<file path="src/rtl/fetch_sequencer_if.sv">
// Request/ready bus between the fetch sequencer (master) and the instruction ROM (slave).
// The address is held stable for as long as the request stays up.
interface fetch_sequencer_if;
   logic        rom_ce;
   logic [31:0] rom_addr;
   logic        rom_rdy;
   logic [31:0] rom_data;

   modport master (
      output rom_ce,
      output rom_addr,
      input  rom_rdy,
      input  rom_data
   );

   modport slave (
      input  rom_ce,
      input  rom_addr,
      output rom_rdy,
      output rom_data
   );
endinterface

</file>
<file path="src/rtl/fetch_sequencer.sv">
// Front-end fetch sequencer: owns the PC, reads a multi-cycle instruction ROM and hands one
// instruction at a time to decode, resolving redirects, stalls, in-flight flushes and timeouts.
module fetch_sequencer #(
   parameter logic [31:0] RESET_PC = 32'h0000_0000,
   parameter int unsigned PC_STEP  = 4,
   parameter int unsigned TIMEOUT  = 15
) (
   input  logic                      clk,
   input  logic                      rst,
   input  logic                      excpt,
   input  logic [31:0]               ejpc,
   input  logic                      jCe,
   input  logic [31:0]               jAddr,
   input  logic                      stall,
   fetch_sequencer_if.master         rom,
   output logic                      inst_valid,
   output logic [31:0]               inst,
   output logic [31:0]               inst_pc,
   output logic                      fetch_err
);

   localparam int unsigned TW = $clog2(TIMEOUT + 1);
   localparam logic [TW-1:0] TMO_LAST = TW'(TIMEOUT - 1);

   typedef enum logic [1:0] {
      S_IDLE  = 2'd0,
      S_FETCH = 2'd1,
      S_DRAIN = 2'd2,
      S_ISSUE = 2'd3
   } state_t;

   state_t        state_q, state_d;
   logic [31:0]   pc_q, pc_d;
   logic [31:0]   inst_q, inst_d;
   logic [31:0]   inst_pc_q, inst_pc_d;
   logic [31:0]   pend_q, pend_d;
   logic          pend_exc_q, pend_exc_d;
   logic [TW-1:0] tmo_q, tmo_d;
   logic          fetch_err_q, fetch_err_d;

   logic          redirect;
   logic [31:0]   target;
   logic          tmo_hit;
   logic [31:0]   drain_tgt;
   logic          drain_exc;
   logic          rom_ce_c;
   logic          inst_valid_c;

   assign redirect = excpt | jCe;
   assign target   = excpt ? ejpc : jAddr;
   assign tmo_hit  = (tmo_q == TMO_LAST);

   // The pending-redirect flag is the DRAIN state itself; pend_exc_q records its source.
   always_ff @(posedge clk or posedge rst) begin
      if (rst) begin
         state_q     <= S_IDLE;
         pc_q        <= RESET_PC;
         inst_q      <= '0;
         inst_pc_q   <= '0;
         pend_q      <= '0;
         pend_exc_q  <= 1'b0;
         tmo_q       <= '0;
         fetch_err_q <= 1'b0;
      end else begin
         state_q     <= state_d;
         pc_q        <= pc_d;
         inst_q      <= inst_d;
         inst_pc_q   <= inst_pc_d;
         pend_q      <= pend_d;
         pend_exc_q  <= pend_exc_d;
         tmo_q       <= tmo_d;
         fetch_err_q <= fetch_err_d;
      end
   end

   always_comb begin
      state_d     = state_q;
      pc_d        = pc_q;
      inst_d      = inst_q;
      inst_pc_d   = inst_pc_q;
      pend_d      = pend_q;
      pend_exc_d  = pend_exc_q;
      tmo_d       = tmo_q;
      fetch_err_d = 1'b0;

      // An exception always replaces the pending target; a jump only replaces a jump.
      drain_tgt = pend_q;
      drain_exc = pend_exc_q;
      if (excpt) begin
         drain_tgt = ejpc;
         drain_exc = 1'b1;
      end else if (jCe && !pend_exc_q) begin
         drain_tgt = jAddr;
      end

      case (state_q)
         S_IDLE: begin
            state_d = S_FETCH;
            tmo_d   = '0;
         end
         S_FETCH: begin
            if (rom.rom_rdy) begin
               if (redirect) begin
                  pc_d    = target;
                  state_d = S_IDLE;
               end else begin
                  inst_d    = rom.rom_data;
                  inst_pc_d = pc_q;
                  state_d   = S_ISSUE;
               end
            end else if (tmo_hit) begin
               fetch_err_d = 1'b1;
               state_d     = S_IDLE;
               if (redirect) begin
                  pc_d = target;
               end
            end else begin
               tmo_d = tmo_q + TW'(1);
               if (redirect) begin
                  pend_d     = target;
                  pend_exc_d = excpt;
                  state_d    = S_DRAIN;
               end
            end
         end
         S_DRAIN: begin
            pend_d     = drain_tgt;
            pend_exc_d = drain_exc;
            if (rom.rom_rdy || tmo_hit) begin
               pc_d        = drain_tgt;
               pend_exc_d  = 1'b0;
               fetch_err_d = !rom.rom_rdy;
               state_d     = S_IDLE;
            end else begin
               tmo_d = tmo_q + TW'(1);
            end
         end
         S_ISSUE: begin
            if (redirect) begin
               pc_d    = target;
               state_d = S_IDLE;
            end else if (!stall) begin
               pc_d    = pc_q + 32'(PC_STEP);
               state_d = S_IDLE;
            end
         end
         default: begin
            state_d = S_IDLE;
         end
      endcase
   end

   always_comb begin
      rom_ce_c     = 1'b0;
      inst_valid_c = 1'b0;
      case (state_q)
         S_FETCH, S_DRAIN: rom_ce_c     = 1'b1;
         S_ISSUE:          inst_valid_c = 1'b1;
         default:          rom_ce_c     = 1'b0;
      endcase
   end

   assign rom.rom_ce   = rom_ce_c;
   assign rom.rom_addr = pc_q;
   assign inst_valid   = inst_valid_c;
   assign inst         = inst_q;
   assign inst_pc      = inst_pc_q;
   assign fetch_err    = fetch_err_q;

endmodule

</file>
<file path="src/flat_wrapper.sv">
// flat-port wrapper written by rule: the top's interface ports become plain ports
module fetch_sequencer_flat 
#(
   parameter logic [31:0] RESET_PC = 32'h0000_0000,
   parameter int unsigned PC_STEP  = 4,
   parameter int unsigned TIMEOUT  = 15
)
  (clk, rst, excpt, ejpc, jCe, jAddr, stall, inst_valid, inst, inst_pc, fetch_err, rom_rom_ce, rom_rom_addr, rom_rom_rdy, rom_rom_data);
  fetch_sequencer_if rom_i ();
  input  logic clk;
  input  logic rst;
  input  logic excpt;
  input  logic [31:0] ejpc;
  input  logic jCe;
  input  logic [31:0] jAddr;
  input  logic stall;
  output logic inst_valid;
  output logic [31:0] inst;
  output logic [31:0] inst_pc;
  output logic fetch_err;
  output wire logic [$bits(rom_i.rom_ce)-1:0] rom_rom_ce;
  output wire logic [$bits(rom_i.rom_addr)-1:0] rom_rom_addr;
  input wire logic [$bits(rom_i.rom_rdy)-1:0] rom_rom_rdy;
  input wire logic [$bits(rom_i.rom_data)-1:0] rom_rom_data;
  assign rom_rom_ce = rom_i.rom_ce;
  assign rom_rom_addr = rom_i.rom_addr;
  assign rom_i.rom_rdy = rom_rom_rdy;
  assign rom_i.rom_data = rom_rom_data;
  fetch_sequencer #(.RESET_PC(RESET_PC), .PC_STEP(PC_STEP), .TIMEOUT(TIMEOUT)) u_core (.clk(clk), .rst(rst), .excpt(excpt), .ejpc(ejpc), .jCe(jCe), .jAddr(jAddr), .stall(stall), .rom(rom_i), .inst_valid(inst_valid), .inst(inst), .inst_pc(inst_pc), .fetch_err(fetch_err));
endmodule
</file>
<file path="config.mk">
export PLATFORM = sky130hd
export DESIGN_NAME = fetch_sequencer_flat
export DESIGN_NICKNAME = d
export VERILOG_FILES = /design/src/rtl/fetch_sequencer_if.sv /design/src/rtl/fetch_sequencer.sv /design/src/flat_wrapper.sv
export SDC_FILE = /design/constraint.sdc
export NUM_CORES = 1
export LEC_CHECK = 0
export CORE_UTILIZATION = 54
export CTS_CLUSTER_SIZE = 12
export DETAILED_ROUTE_END_ITERATION = 7
export PLACE_DENSITY_LB_ADDON = 0.3
export REMOVE_ABC_BUFFERS = 1
export SYNTH_ARGS = -nofsm -noshare
export SYNTH_HDL_FRONTEND = slang
export SYNTH_SLANG_ARGS = --single-unit
</file>
<file path="constraint.sdc">
create_clock -name clk -period 12.5 [get_ports clk]
set_input_delay 2.5 -clock clk [delete_from_list [all_inputs] [get_ports clk]]
set_output_delay 2.5 -clock clk [all_outputs]
set_load 0.01 [all_outputs]
</file>
Fig. 1: run 1, metal 3
(4 px per um)
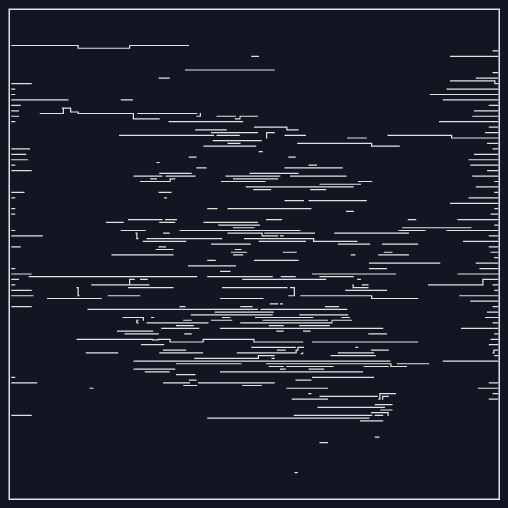
main direction: horizontal
longest straight run: 63.9 um
nets with wire on the layer: 195
share of all routed wire: 9.9%
wire length on this layer: 2400 um

Fig. 2: run 1, clock routing
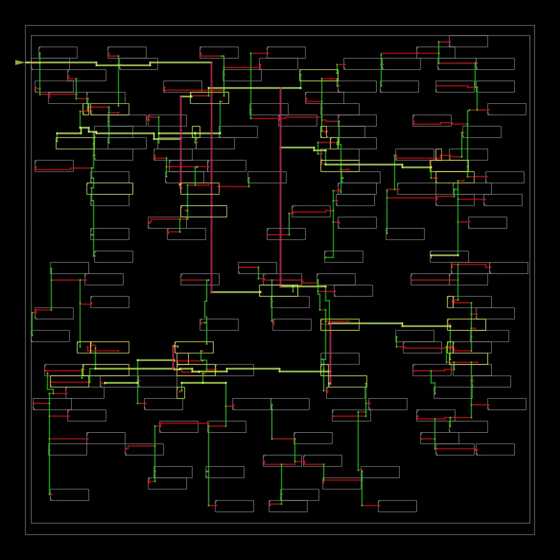
clk sinks: 136
Clock net power: 0.494 mW

==> run_results.csv, run 1 <==
group,metric,value,unit
synthesis,synth-edff-count,0,
pwr,power_density,247,nW/um^2
placed_design,io_buffers,200,
drt,dr.pass1.iters,8,
drt,drtIter0Drc,765,
finish,logic_gates,619,
synthesis,synth-seq-area-share,43.7,%
critical_path,path_cells,"buf_2 -> buf_4 -> nor2_1 -> o21ai_0 -> nand2_1 -> a31oi_1 -> buf_4 -> a2bb2oi_1",
floorplanning,die_w,122,um
finish,syn_to_final_growth,34.1,%
critical_path,cpLargestDelayFamily,"AND-OR/OR-AND gates",
critical_path,rr_startpoint,"u_core.state_q[1]$_DFFE_PP0P_",
clock_network,ctsResizeCount,0,
critical_path,crit_arrival,5620,ps
synthesis,synthCells,831,
synthesis,synth.area.top_cells,"dfrtp_1 (44%), mux2_2 (10%), nand2_1 (4.4%), o21ai_0 (4.0%), nor2_1 (3.1%)",
finish,nNonClkInverters,16,
outcome,status,"complete, no violations",
synthesis,yosys.area.top_type,"dfrtp_1",
drt,via_per_inst,6.41,
synthesis,ys_chip_area,7790,um^2
drt,dr.max_layer_used,"met4",
critical_path,critPathSlowestCell,"buf_4",
finish,comb_share,39.2,%
placed_design,dp.cells,1163,
timing,skew,8.55,ps
clock_network,root_buffer,"clkbuf_16",
critical_path,r2r_slack,9540,ps
critical_path,crit_fanout,82,
job,tool_warnings,30,
grt,grt-ovfl-total,0,
timing,setup_ws,7210,ps
floorplanning,io_pins,201,
finish,seqCellArea,3400,um^2
worst_hold_path,hp-start,"u_core.pend_q[15]$_DFFE_PP0P_",
finish,comb_area,4090,um^2
finish,lay_top_cells,"clkdlybuf4s50_1 (199), dfrtp_1 (136), nand2_1 (92), mux2_2 (72), nor2_1 (65)",
drt,drc,0,
synthesis,synth.distinct_cells,67,
Fig. 3: run 1, routed metal, one colour a layer
(2 px per um)
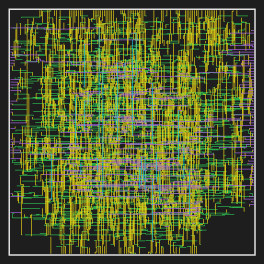
[green] met1 | wire length: 9490 um
[purple] met3 | wire length: 2400 um
[cyan] met4 | wire length: 551 um
[yellow] met2 | wire length: 11800 um
DR WL/cell: 20.3 um
Global Route Usage Sum: 33.1%
vias after detailed routing: 7658
Routed WL: 24200 um

run 1: kinds of logic after synthesis:
group / Yosys count / synth area share, %
mux: 91 / 12.9
buf+inv: 76 / 3.84
xor+xnor: 4 / 0.450
simple gates: 282 / 17.6
fa+ha+maj: 8 / 1.29
compound gates: 234 / 20.3
flops: 136 / 43.7
run 1: flip-flops by register name (all words and copies together), names as in the netlist:
name,flops
u_core.inst,32
u_core.pend_exc_q,1
u_core.inst_pc,32
u_core.rom.rom_addr,32
u_core.state_q,2
u_core.tmo_q,4
u_core.fetch_err,1
u_core.pend_q,32
run 1: where the power goes:
group	internal, mW	total, mW	switching, mW	leakage, nW
combinational	0.625	1.23	0.603	2.29
clock	0.311	0.494	0.183	0.278
sequential	0.659	0.856	0.197	1.64
total	1.59	2.58	0.983	4.21
Fig. 4: run 1, gate-type map
(2 px per um)
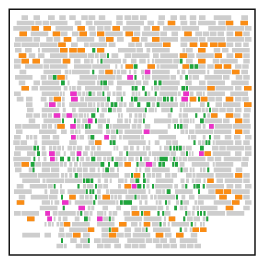

--- run 2 (diff from run 1) ---
--- a/config.mk
+++ b/config.mk
@@ -5,7 +5,7 @@
 export SDC_FILE = /design/constraint.sdc
 export NUM_CORES = 1
 export LEC_CHECK = 0
-export CORE_UTILIZATION = 54
+export CORE_UTILIZATION = 50
 export CTS_CLUSTER_SIZE = 12
 export DETAILED_ROUTE_END_ITERATION = 7
 export PLACE_DENSITY_LB_ADDON = 0.3
==> constraint.sdc (replaced) <==
create_clock -name clk -period 5.4 [get_ports clk]
set_input_delay 1.08 -clock clk [delete_from_list [all_inputs] [get_ports clk]]
set_output_delay 1.08 -clock clk [all_outputs]
set_load 0.01 [all_outputs]
Fig. 5: run 2, gate-type map
(2 px per um)
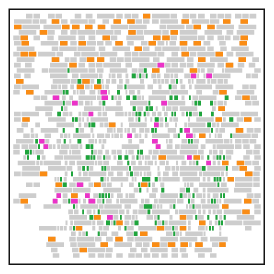
[orange] multiplexers | cells: 91 | most used: mux2_2 | where: spread over the die
[green] NAND gates | cells: 151 | most used: nand2_1
[magenta] AND-OR and OR-AND gates | cells: 26
Commonest Layout Cell: clkdlybuf4s50_1
Comb area share: 39.0%
final non-filler cell total: 1207

Fig. 6: run 2, routed metal, one colour a layer
(2 px per um)
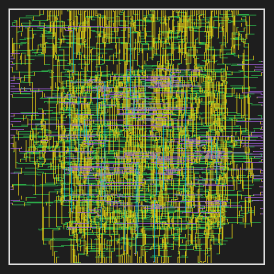
[cyan] met4 | wire length: 685 um
[purple] met3 | wire length: 2220 um
[yellow] met2 | wire length: 11500 um
[green] met1 | wire length: 10000 um

==> run_results.csv, run 2 <==
group,metric,value,unit
synthesis,synthAoiAreaFrac,20.3,%
worst_hold_path,hp-start,"u_core.pend_q[15]$_DFFE_PP0P_",
critical_path,critPathSlowestCell,"clkdlybuf4s50_1",
critical_path,path_cells,"clkdlybuf4s50_1 -> nor2_1 -> o21ai_0 -> nand2_1 -> buf_4 -> a31oi_1 -> buf_4 -> a2bb2oi_1",
critical_path,rr_startpoint,"u_core.state_q[1]$_DFFE_PP0P_",
finish,comb_area,4090,um^2
timing,skew,6.78,ps
drt,vias,7618,
drt,avgRoutedWirePerCell,20.2,um
synthesis,fa_ha_area_share,1.29,%
placed_design,io_buffers,200,
drt,drc,0,
grt,grt-ovfl-total,0,
synthesis,synth-seq-area-share,43.7,%
critical_path,cpLargestDelayFamily,"buffers and inverters",
synthesis,synth.distinct_cells,67,
clock_network,cts_buffer_depth,2,
critical_path,crit_arrival,3930,ps
floorplanning,die_w,127,um
drt,drtIter0Drc,730,
synthesis,yosys.area_share.simple,17.6,%
clock_network,root_buffer,"clkbuf_16",
job,tool_warnings,30,
outcome,status,"complete, no violations",
synthesis,synthCells,831,
synthesis,synth.area.top_cells,"dfrtp_1 (44%), mux2_2 (10%), nand2_1 (4.4%), o21ai_0 (4.0%), nor2_1 (3.1%)",
finish,syn_to_final_growth,34.9,%
synthesis,synth-edff-count,0,
finish,nNonClkInverters,16,
clock_network,ctsResizeCount,0,
clock_network,cts_hold_buf,0,
floorplanning,io_pins,201,
synthesis,synthTopLogicFamily,"AND-OR/OR-AND gates",
drt,via_per_inst,6.31,
finish,logic_gates,619,
floorplanning,die_area,16100,um^2
drt,dr.pass1.iters,6,
worst_hold_path,hold_path.class,"flip-flop to flip-flop",
finish,seqCellArea,3400,um^2
grt,grt_util_all_layers,30.5,%
synthesis,syn_area_per_cell,9.37,um^2
pwr,power_density,572,nW/um^2
==> run 2: cell counts after synthesis <==
Identical to the previous run, type by type.
==> run 2: metal layers <==
metal,share of wire [%],vias to the layer above
li1,-,3445
met1,41,3676
met2,47,428
met3,9.1,69
met4,2.8,0
met5,0,-
==> run 2: power by group <==
part	leakage [nW]	total, mW	switching (mW)	internal (mW)
clock	0.278	1.18	0.461	0.715
sequential	1.64	1.97	0.445	1.53
combinational	2.31	2.87	1.40	1.47
==> run 2: per-stage QoR <==
stage                     setup slack, ps  hold WS, ps  cells  util (%)  power, mW
final                                1810          481   1207      69.1       6.01
after global routing                 1620          494   1207      69.1       6.32
after CTS                            1870          478   1207      69.1       5.98
after detailed placement             1420          465   1175      65.2       4.79
after global placement               1500          458   1175      65.2       4.72
after floorplan                       681          446    771         -       3.40
Fig. 7: run 2, clock distribution
(4 px per um)
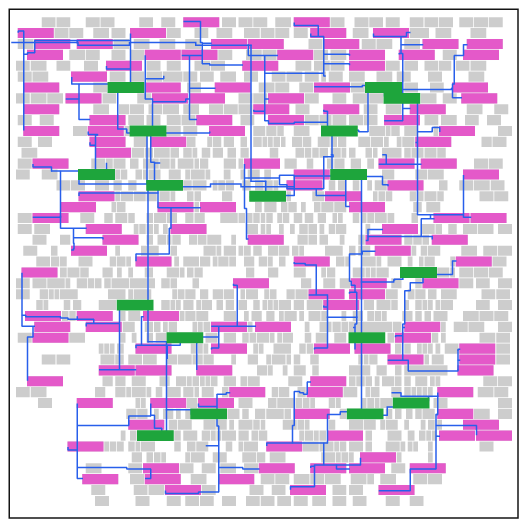

--- run 3 (diff from run 2) ---
--- a/config.mk
+++ b/config.mk
@@ -5,7 +5,7 @@
 export SDC_FILE = /design/constraint.sdc
 export NUM_CORES = 1
 export LEC_CHECK = 0
-export CORE_UTILIZATION = 50
+export CORE_UTILIZATION = 45
 export CTS_CLUSTER_SIZE = 12
 export DETAILED_ROUTE_END_ITERATION = 7
 export PLACE_DENSITY_LB_ADDON = 0.3
==> constraint.sdc (replaced) <==
create_clock -name clk -period 3.26 [get_ports clk]
set_input_delay 0.652 -clock clk [delete_from_list [all_inputs] [get_ports clk]]
set_output_delay 0.652 -clock clk [all_outputs]
set_load 0.01 [all_outputs]
Fig. 8: run 3, clock distribution
(4 px per um)
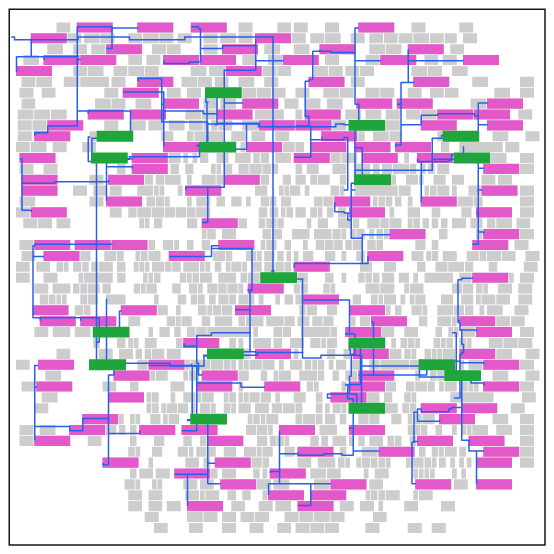
[blue] clock wires | length: 1920 um
[green] cells driving clock nets | count: 17
[magenta] flip-flops | count: 136
routed clock nets: 18

==> run_results.csv, run 3 <==
group,metric,value,unit
synthesis,synth-seq-area-share,43.7,%
floorplanning,die_w,134,um
pwr,switchingPower,3.88,mW
timing,skew,12.4,ps
synthesis,synthAoiAreaFrac,20.3,%
synthesis,syn_area_per_cell,9.37,um^2
clock_network,cts_buffer_depth,2,
pwr,power_leader,"combinational logic",
critical_path,crit_fanout,21,
grt,grt-ovfl-total,0,
synthesis,yosys.area.top_type,"dfrtp_1",
drt,wl,25300,um
pwr,p_comb,5.00,mW
synthesis,xor_area_share,0.450,%
timing,whs,487,ps
drt,dr.max_layer_used,"met4",
clock_network,ctsResizeCount,0,
finish,lay_top_cells,"clkdlybuf4s50_1 (199), dfrtp_1 (136), nand2_1 (92), mux2_2 (72), nor2_1 (65)",
drt,drtIter0Drc,882,
finish,mostFrequentLayoutCell,"clkdlybuf4s50_1",
pwr,pg_seq,3.26,mW
synthesis,ys_sh_mux,12.9,%
floorplanning,io_pins,201,
pwr,power_density,949,nW/um^2
outcome,status,"complete, no violations",
clock_network,cts_hold_buf,0,
finish,final_util,64.9,%
grt,grt_util_all_layers,29.1,%
pwr,p_seq_share,31.6,%
finish,syn_to_final_growth,39.6,%
worst_hold_path,hold_path.class,"flip-flop to flip-flop",
drt,vias,7629,
synthesis,synthCells,831,
pwr,internal_power,6.43,mW
placed_design,io_buffers,200,
synthesis,yosys.area_share.simple,17.6,%
drt,wl_met3,2090,um
job,tool_warnings,30,
Fig. 9: run 3, metal 3
(4 px per um)
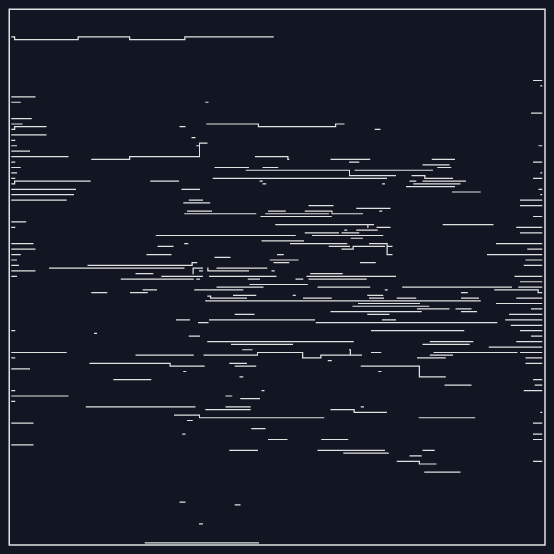
share of all routed wire: 8.3%
longest straight run: 68.5 um
main direction: horizontal

run 3: layout make-up:
cell class,instances,area (um^2)
Multi-Input combinational cell,619,4090
Sequential cell,136,3400
Inverter,16,65.1
Tap cell,220,275
Clock inverter,8,144
Timing Repair Buffer,244,2410
Fill cell,1381,5890
Antenna cell,1,2.50
Clock buffer,24,472
run 3: cells by family after synthesis:
logic type,count (synthesis)
DFF,136
xor gates and xnor gates,4
AOI/OAI and AO/OA,234
buffers and inverters,76
and+or+nand+nor,282
muxes,91
adders and majority gates,8
run 3: through the flow:
stage	cell area, um^2	worst slack, ps	TNS, ps	cells
2_1_floorplan	7550	-1030	-141740	771
4_1_cts	10900	423	0	1267
6_report	10900	407	0	1268
3_3_place_gp	10300	265	0	1235
3_5_place_dp	10300	195	0	1235
5_1_grt	10900	305	0	1268
No activity file was given, so power comes from the tool's default toggle rates.
